**src/rtl/multi_key_press_classifier.sv**
```systemverilog
// multi_key_press_classifier
//   Classifies each of N_KEYS debounced buttons independently as a short
//   press, long press, double press or auto-repeat. It runs on the 100 Hz
//   debounce clock. Per-key events are reported as one-cycle pulse vectors.
//   A lowest-index-first event bus serves the input decoder.
//
// Ports
//   clk_db          debounce clock (100 Hz)
//   rst             asynchronous active-high reset
//   btn_i           debounced key levels, 1 = pressed
//   repeat_en_i     per-key auto-repeat enable, sampled every cycle
//   short_press_o   one-cycle short-press pulses
//   long_press_o    one-cycle long-press pulses
//   double_press_o  one-cycle double-press pulses
//   repeat_press_o  one-cycle auto-repeat pulses
//   held_o          level, high while a key is in its long-hold state
//   event_valid_o   some key produced an event this cycle
//   event_key_o     lowest key index with an event (0 when no event)
//   event_code_o    0 short, 1 long, 2 double, 3 repeat (0 when no event)
module multi_key_press_classifier #(
   parameter int N_KEYS           = 4,
   parameter int LONG_TICKS       = 100,
   parameter int DOUBLE_GAP_TICKS = 30,
   parameter int REPEAT_TICKS     = 20,
   localparam int KEY_W           = (N_KEYS > 1) ? $clog2(N_KEYS) : 1
) (
   input  logic              clk_db,
   input  logic              rst,
   input  logic [N_KEYS-1:0] btn_i,
   input  logic [N_KEYS-1:0] repeat_en_i,
   output logic [N_KEYS-1:0] short_press_o,
   output logic [N_KEYS-1:0] long_press_o,
   output logic [N_KEYS-1:0] double_press_o,
   output logic [N_KEYS-1:0] repeat_press_o,
   output logic [N_KEYS-1:0] held_o,
   output logic              event_valid_o,
   output logic [KEY_W-1:0]  event_key_o,
   output logic [1:0]        event_code_o
);

   localparam int MAX_AB    = (LONG_TICKS > DOUBLE_GAP_TICKS) ? LONG_TICKS : DOUBLE_GAP_TICKS;
   localparam int MAX_TICKS = (MAX_AB > REPEAT_TICKS) ? MAX_AB : REPEAT_TICKS;
   localparam int CNT_W     = $clog2(MAX_TICKS + 1);
   localparam bit GAP_EN    = (DOUBLE_GAP_TICKS > 0);
   localparam bit REP_EN    = (REPEAT_TICKS > 0);

   // Each counter is cleared on state entry and counts cycles already spent
   // in the state, so the event fires when it holds TICKS-1 at the edge.
   localparam logic [CNT_W-1:0] CNT_SAT   = CNT_W'(MAX_TICKS);
   localparam logic [CNT_W-1:0] LONG_LAST = CNT_W'(LONG_TICKS - 1);
   localparam logic [CNT_W-1:0] GAP_LAST  = GAP_EN ? CNT_W'(DOUBLE_GAP_TICKS - 1) : '0;
   localparam logic [CNT_W-1:0] REP_LAST  = REP_EN ? CNT_W'(REPEAT_TICKS - 1) : '0;

   typedef enum logic [2:0] {
      ST_IDLE   = 3'd0,
      ST_PRESS1 = 3'd1,
      ST_WAIT2  = 3'd2,
      ST_PRESS2 = 3'd3,
      ST_LONG   = 3'd4
   } state_e;

   state_e            state_q [N_KEYS];
   state_e            state_d [N_KEYS];
   logic [CNT_W-1:0]  cnt_q   [N_KEYS];
   logic [CNT_W-1:0]  cnt_d   [N_KEYS];
   logic [N_KEYS-1:0] btn_prev_q;
   logic [N_KEYS-1:0] rise_s, rel_s;
   logic [N_KEYS-1:0] short_d, long_d, dbl_d, rep_d, held_d;
   logic [N_KEYS-1:0] short_q, long_q, dbl_q, rep_q, held_q;
   logic              ev_valid_d, ev_valid_q;
   logic [KEY_W-1:0]  ev_key_d, ev_key_q;
   logic [1:0]        ev_code_d, ev_code_q;

   // Saturating increment: the counter never wraps.
   function automatic logic [CNT_W-1:0] sat_inc(input logic [CNT_W-1:0] c);
      if (c == CNT_SAT) begin
         return c;
      end else begin
         return c + {{(CNT_W-1){1'b0}}, 1'b1};
      end
   endfunction

   assign rise_s = btn_i & ~btn_prev_q;
   assign rel_s  = ~btn_i & btn_prev_q;

   // Per-key next-state, counter and event pulse logic.
   always_comb begin
      short_d = '0;
      long_d  = '0;
      dbl_d   = '0;
      rep_d   = '0;
      held_d  = '0;
      for (int i = 0; i < N_KEYS; i++) begin
         state_d[i] = state_q[i];
         cnt_d[i]   = sat_inc(cnt_q[i]);
         case (state_q[i])
            ST_IDLE: begin
               cnt_d[i] = '0;
               if (rise_s[i]) begin
                  state_d[i] = ST_PRESS1;
               end else begin
                  state_d[i] = ST_IDLE;
               end
            end
            ST_PRESS1: begin
               // A release on the long edge itself still counts as a short candidate.
               if (rel_s[i]) begin
                  cnt_d[i] = '0;
                  if (GAP_EN) begin
                     state_d[i] = ST_WAIT2;
                  end else begin
                     short_d[i] = 1'b1;
                     state_d[i] = ST_IDLE;
                  end
               end else if (cnt_q[i] == LONG_LAST) begin
                  long_d[i]  = 1'b1;
                  cnt_d[i]   = '0;
                  state_d[i] = ST_LONG;
               end else begin
                  state_d[i] = ST_PRESS1;
               end
            end
            ST_WAIT2: begin
               // On the gap-expiry edge a rise reports the deferred short and starts a new press.
               if (cnt_q[i] == GAP_LAST) begin
                  short_d[i] = 1'b1;
                  cnt_d[i]   = '0;
                  if (rise_s[i]) begin
                     state_d[i] = ST_PRESS1;
                  end else begin
                     state_d[i] = ST_IDLE;
                  end
               end else if (rise_s[i]) begin
                  dbl_d[i]   = 1'b1;
                  cnt_d[i]   = '0;
                  state_d[i] = ST_PRESS2;
               end else begin
                  state_d[i] = ST_WAIT2;
               end
            end
            ST_PRESS2: begin
               cnt_d[i] = '0;
               if (rel_s[i]) begin
                  state_d[i] = ST_IDLE;
               end else begin
                  state_d[i] = ST_PRESS2;
               end
            end
            ST_LONG: begin
               if (rel_s[i]) begin
                  cnt_d[i]   = '0;
                  state_d[i] = ST_IDLE;
               end else if (!REP_EN || !repeat_en_i[i]) begin
                  // Holding the count at zero restarts the repeat phase on re-enable.
                  cnt_d[i]   = '0;
                  state_d[i] = ST_LONG;
               end else if (cnt_q[i] == REP_LAST) begin
                  rep_d[i]   = 1'b1;
                  cnt_d[i]   = '0;
                  state_d[i] = ST_LONG;
               end else begin
                  state_d[i] = ST_LONG;
               end
            end
            default: begin
               cnt_d[i]   = '0;
               state_d[i] = ST_IDLE;
            end
         endcase
         held_d[i] = (state_d[i] == ST_LONG);
      end
   end

   // Lowest-index-first priority encode of the next-cycle pulses.
   always_comb begin
      ev_valid_d = 1'b0;
      ev_key_d   = '0;
      ev_code_d  = 2'd0;
      for (int i = N_KEYS - 1; i >= 0; i--) begin
         if (short_d[i] | long_d[i] | dbl_d[i] | rep_d[i]) begin
            ev_valid_d = 1'b1;
            ev_key_d   = KEY_W'(i);
            if (short_d[i]) begin
               ev_code_d = 2'd0;
            end else if (long_d[i]) begin
               ev_code_d = 2'd1;
            end else if (dbl_d[i]) begin
               ev_code_d = 2'd2;
            end else begin
               ev_code_d = 2'd3;
            end
         end else begin
            ev_valid_d = ev_valid_d;
         end
      end
   end

   // State, counter, edge-detect and output registers.
   always_ff @(posedge clk_db or posedge rst) begin
      if (rst) begin
         for (int i = 0; i < N_KEYS; i++) begin
            state_q[i] <= ST_IDLE;
            cnt_q[i]   <= '0;
         end
         btn_prev_q <= '0;
         short_q    <= '0;
         long_q     <= '0;
         dbl_q      <= '0;
         rep_q      <= '0;
         held_q     <= '0;
         ev_valid_q <= 1'b0;
         ev_key_q   <= '0;
         ev_code_q  <= 2'd0;
      end else begin
         for (int i = 0; i < N_KEYS; i++) begin
            state_q[i] <= state_d[i];
            cnt_q[i]   <= cnt_d[i];
         end
         btn_prev_q <= btn_i;
         short_q    <= short_d;
         long_q     <= long_d;
         dbl_q      <= dbl_d;
         rep_q      <= rep_d;
         held_q     <= held_d;
         ev_valid_q <= ev_valid_d;
         ev_key_q   <= ev_key_d;
         ev_code_q  <= ev_code_d;
      end
   end

   assign short_press_o  = short_q;
   assign long_press_o   = long_q;
   assign double_press_o = dbl_q;
   assign repeat_press_o = rep_q;
   assign held_o         = held_q;
   assign event_valid_o  = ev_valid_q;
   assign event_key_o    = ev_key_q;
   assign event_code_o   = ev_code_q;

endmodule

```
**config.mk**
```make
export PLATFORM = sky130hd
export DESIGN_NAME = multi_key_press_classifier
export DESIGN_NICKNAME = d
export VERILOG_FILES = /design/src/rtl/multi_key_press_classifier.sv
export SDC_FILE = /design/constraint.sdc
export NUM_CORES = 1
export LEC_CHECK = 0
export CAP_MARGIN = 20
export CORE_ASPECT_RATIO = 1.75
export CORE_MARGIN = 8
export CORE_UTILIZATION = 50
export DETAILED_ROUTE_END_ITERATION = 10
export GPL_TIMING_DRIVEN = 1
export PLACE_DENSITY = 0.73
export SETUP_SLACK_MARGIN = 0.15
export SLEW_MARGIN = 40
export SYNTH_ARGS = -nofsm -noshare
export SYNTH_HDL_FRONTEND = slang
export SYNTH_SLANG_ARGS = --single-unit
```
**constraint.sdc**
```tcl
create_clock -name clk_db -period 4.3 [get_ports clk_db]
set_input_delay 0.645 -clock clk_db [delete_from_list [all_inputs] [get_ports clk_db]]
set_output_delay 0.645 -clock clk_db [all_outputs]
set_load 0.005 [all_outputs]
```
### Signal wires on met1

The bar under the picture is 20 um long. Supply wires on this layer in gray.
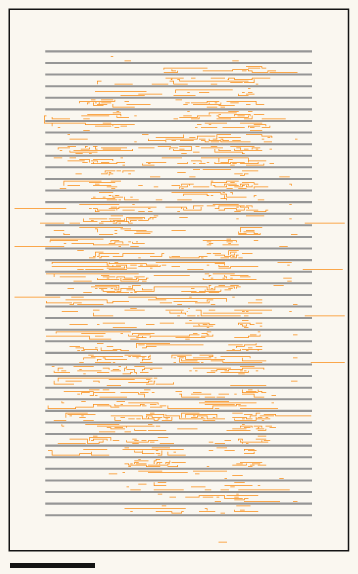
nets with wire on the layer: 366
longest straight run: 22.1 um

### M2 wires

The bar under the picture is 20 um long.
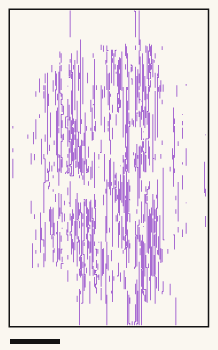
share of all routed wire: 53%
main direction: vertical

### M3 wires

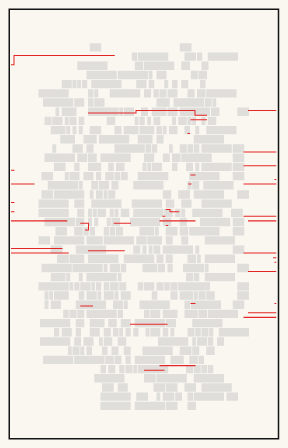
share of all routed wire: 4.1%
wire length on this layer: 291 um
longest straight run: 29.7 um

==> impl_metrics.json <==
{
  "critPathKind": "reg2reg",
  "cp-end-kind": "flop",
  "tns_ns": 0,
  "min_period_ns": 2.34,
  "period_used_pct": 54.3,
  "tritoncts.num_buffers": 9,
  "use_met3_pct": 5.02,
  "finClkSkew_ns": 0.00440,
  "layout-drive-gt1-share_pct": 7.42,
  "diodes": 0,
  "dpl_cell_area_um2": 3940,
  "status": "completed",
  "grt_max_degree": 43,
  "cts_resized": 0,
  "p_clk_share_pct": 36.1,
  "reg2reg_depth": 6,
  "wl_per_cell_um": 15.1,
  "crit_buf_inv": 0,
  "report.final.slew_viol_count": 0,
  "cts.sinks": 69,
  "nets": 409,
  "switchingPower_w": 0.000544,
  "cp_max_fo": 6,
  "final_antenna_net_count": 0,
  "largest_register_ffs": 28,
  "p_int_w": 0.00130,
  "initCoreUtil_pct": 51.4,
  "grt_overflow": 0,
  "synth_area_um2": 3500,
  "postCtsSetupBuffers": 0,
  "edf_count": 0,
  "holdCritPathClass": "reg2reg",
  "gp_congestion": 0.854,
  "io_buffers": 34,
  "grt_usage_pct": 15.6,
  "drc_errors": 0,
  "yosys_cells": 344,
  "crit_family": "simple AND/OR/NAND/NOR gates",
  "design_area_um2": 4210,
  "ios": 35,
  "rows": 40,
  "setup_viol": 0,
  "critical_path.cell_chain": "ha_1 -> nor4bb_1 -> nor4b_1 -> o21ai_0 -> a21boi_0 -> a41o_1",
  "largest_register": "cnt_q",
  "yosys_warnings": 0,
  "holdWs_ns": 0.516,
  "rsz0062_at_grt": "no",
  "clock_latency_ns": 0.33,
  "core_area_um2": 6810,
  "yosys.area.top_type_share_pct": 49.3,
  "die_x_um": 79.2,
  "grt_pass1_vias": 2689,
  "cts_tree": "done",
  "tightestPinTransition_ns": 0.678,
  "slowest_delay_ns": 0.40,
  "crit_arrival_ns": 2.56,
  "grt.busiest_layer": "met2",
  "final_util_pct": 61.9,
  "grt_use_met2_pct": 26.8,
  "fmax_mhz": 428,
  "largest_registers": "cnt_q x28, state_q x12",
  "syn_area_per_cell_um2": 10.2,
  "htreeDepth": 3,
  "cp-endpoint": "event_code_o[0]",
  "drv_cap": 0,
  "sequentialPowerShare_pct": 43.9,
  "ys_seq_share_pct": 49.3,
  "worstPathRequired_ns": 4.52,
  "swShare_pct": 29.6,
  "clock_path_buffers": 2,
  "grt_first_pass_wirelength_um": 12400,
  "flop_cell": "dfrtp_1",
  "final_hold_viol_count": 0
}
[power by group through the flow]
stage	clock, W	sequential (W)	combinational [W]
after CTS	0.000674	0.000807	0.000375
final	0.000664	0.000807	0.000369
after global placement	0	0.000814	0.000363
after detailed placement	0	0.000818	0.000370
after floorplan	0	0.000788	0.000287
after global routing	0.000702	0.000821	0.000423
[per-stage QoR]
step / setup WS, ns / cells / total power [W]
2_1_floorplan: 1.92 / 344 / 0.00108
3_3_place_gp: 1.76 / 460 / 0.00118
3_5_place_dp: 1.72 / 460 / 0.00119
4_1_cts: 1.96 / 475 / 0.00186
5_1_grt: 1.77 / 475 / 0.00195
6_report: 1.96 / 475 / 0.00184
[synth_stat cells (2+ instances only)]
| cell | number |
|---|---|
| dfrtp_1 | 69 |
| nor2_1 | 42 |
| nand3_1 | 22 |
| nor2b_1 | 19 |
| a21oi_1 | 17 |
| nand2_1 | 13 |
| nand2b_1 | 13 |
| xor2_1 | 13 |
| ha_1 | 12 |
| inv_1 | 12 |
| and3_1 | 10 |
| nor3_1 | 10 |
| xnor2_1 | 9 |
| o211ai_1 | 8 |
| o21ai_0 | 7 |
| a21o_1 | 6 |
| nor3b_1 | 6 |
| o21a_1 | 5 |
| or2_2 | 4 |
| a21boi_0 | 3 |
| a31oi_1 | 3 |
| and4bb_2 | 3 |
| nand3b_1 | 3 |
| nand4bb_1 | 3 |
| nor4b_1 | 3 |
| a2bb2oi_1 | 2 |
| and2_1 | 2 |
| clkbuf_1 | 2 |
| nor4_1 | 2 |
| nor4bb_1 | 2 |
[cell usage in the layout (no fill, tap or decap), types with 3 or more instances in the layout]
cell type / n
nor3_1: 10
o21ai_0: 7
nand2_1: 13
nand2b_1: 13
xor2_1: 13
o211ai_1: 8
dfrtp_1: 69
nor2b_1: 19
nor3b_1: 6
and4bb_2: 3
nor2_1: 42
and3_1: 10
or2_2: 4
nand3b_1: 3
nand3_1: 22
ha_1: 12
a21o_1: 6
nor4b_1: 3
nand4bb_1: 3
a21boi_0: 3
a21oi_1: 17
a31oi_1: 3
clkdlybuf4s50_1: 34
clkbuf_16: 9
xnor2_1: 9
inv_1: 11
o21a_1: 5
[layer usage]
layer	up-vias	wire [um]
li1	1299	-
met1	1260	2850
met2	44	3780
met3	15	291
met4	0	229
met5	-	0
[worst min-delay path by stage]
stage	cells past startpoint	slack (ns)	end	start
after floorplan	1	0.46	state_q[9]	state_q[11]
after global placement	1	0.51	state_q[10]	state_q[11]
after detailed placement	1	0.50	state_q[9]	state_q[11]
after CTS	1	0.52	state_q[9]	state_q[11]
after global routing	1	0.55	state_q[10]	state_q[11]
final	1	0.52	state_q[10]	state_q[11]
[kinds of logic after synthesis]
logic type,synth area share (%)
compound gates,12.2
xor+xnor,5.51
fa+ha+maj,4.29
buf+inv,1.64
flops,49.3
simple gates,27.0
[final cells by class]
class                           count  share of cell area (%)
Clock buffer                       11                    5.77
Clock inverter                      4                   0.594
Sequential cell                    69                    41.0
Inverter                           12                    1.13
Multi-Input combinational cell    260                    40.7
Timing Repair Buffer               35                    8.26
Tap cell                           84                    2.50
No activity file was given, so power comes from the tool's default toggle rates.
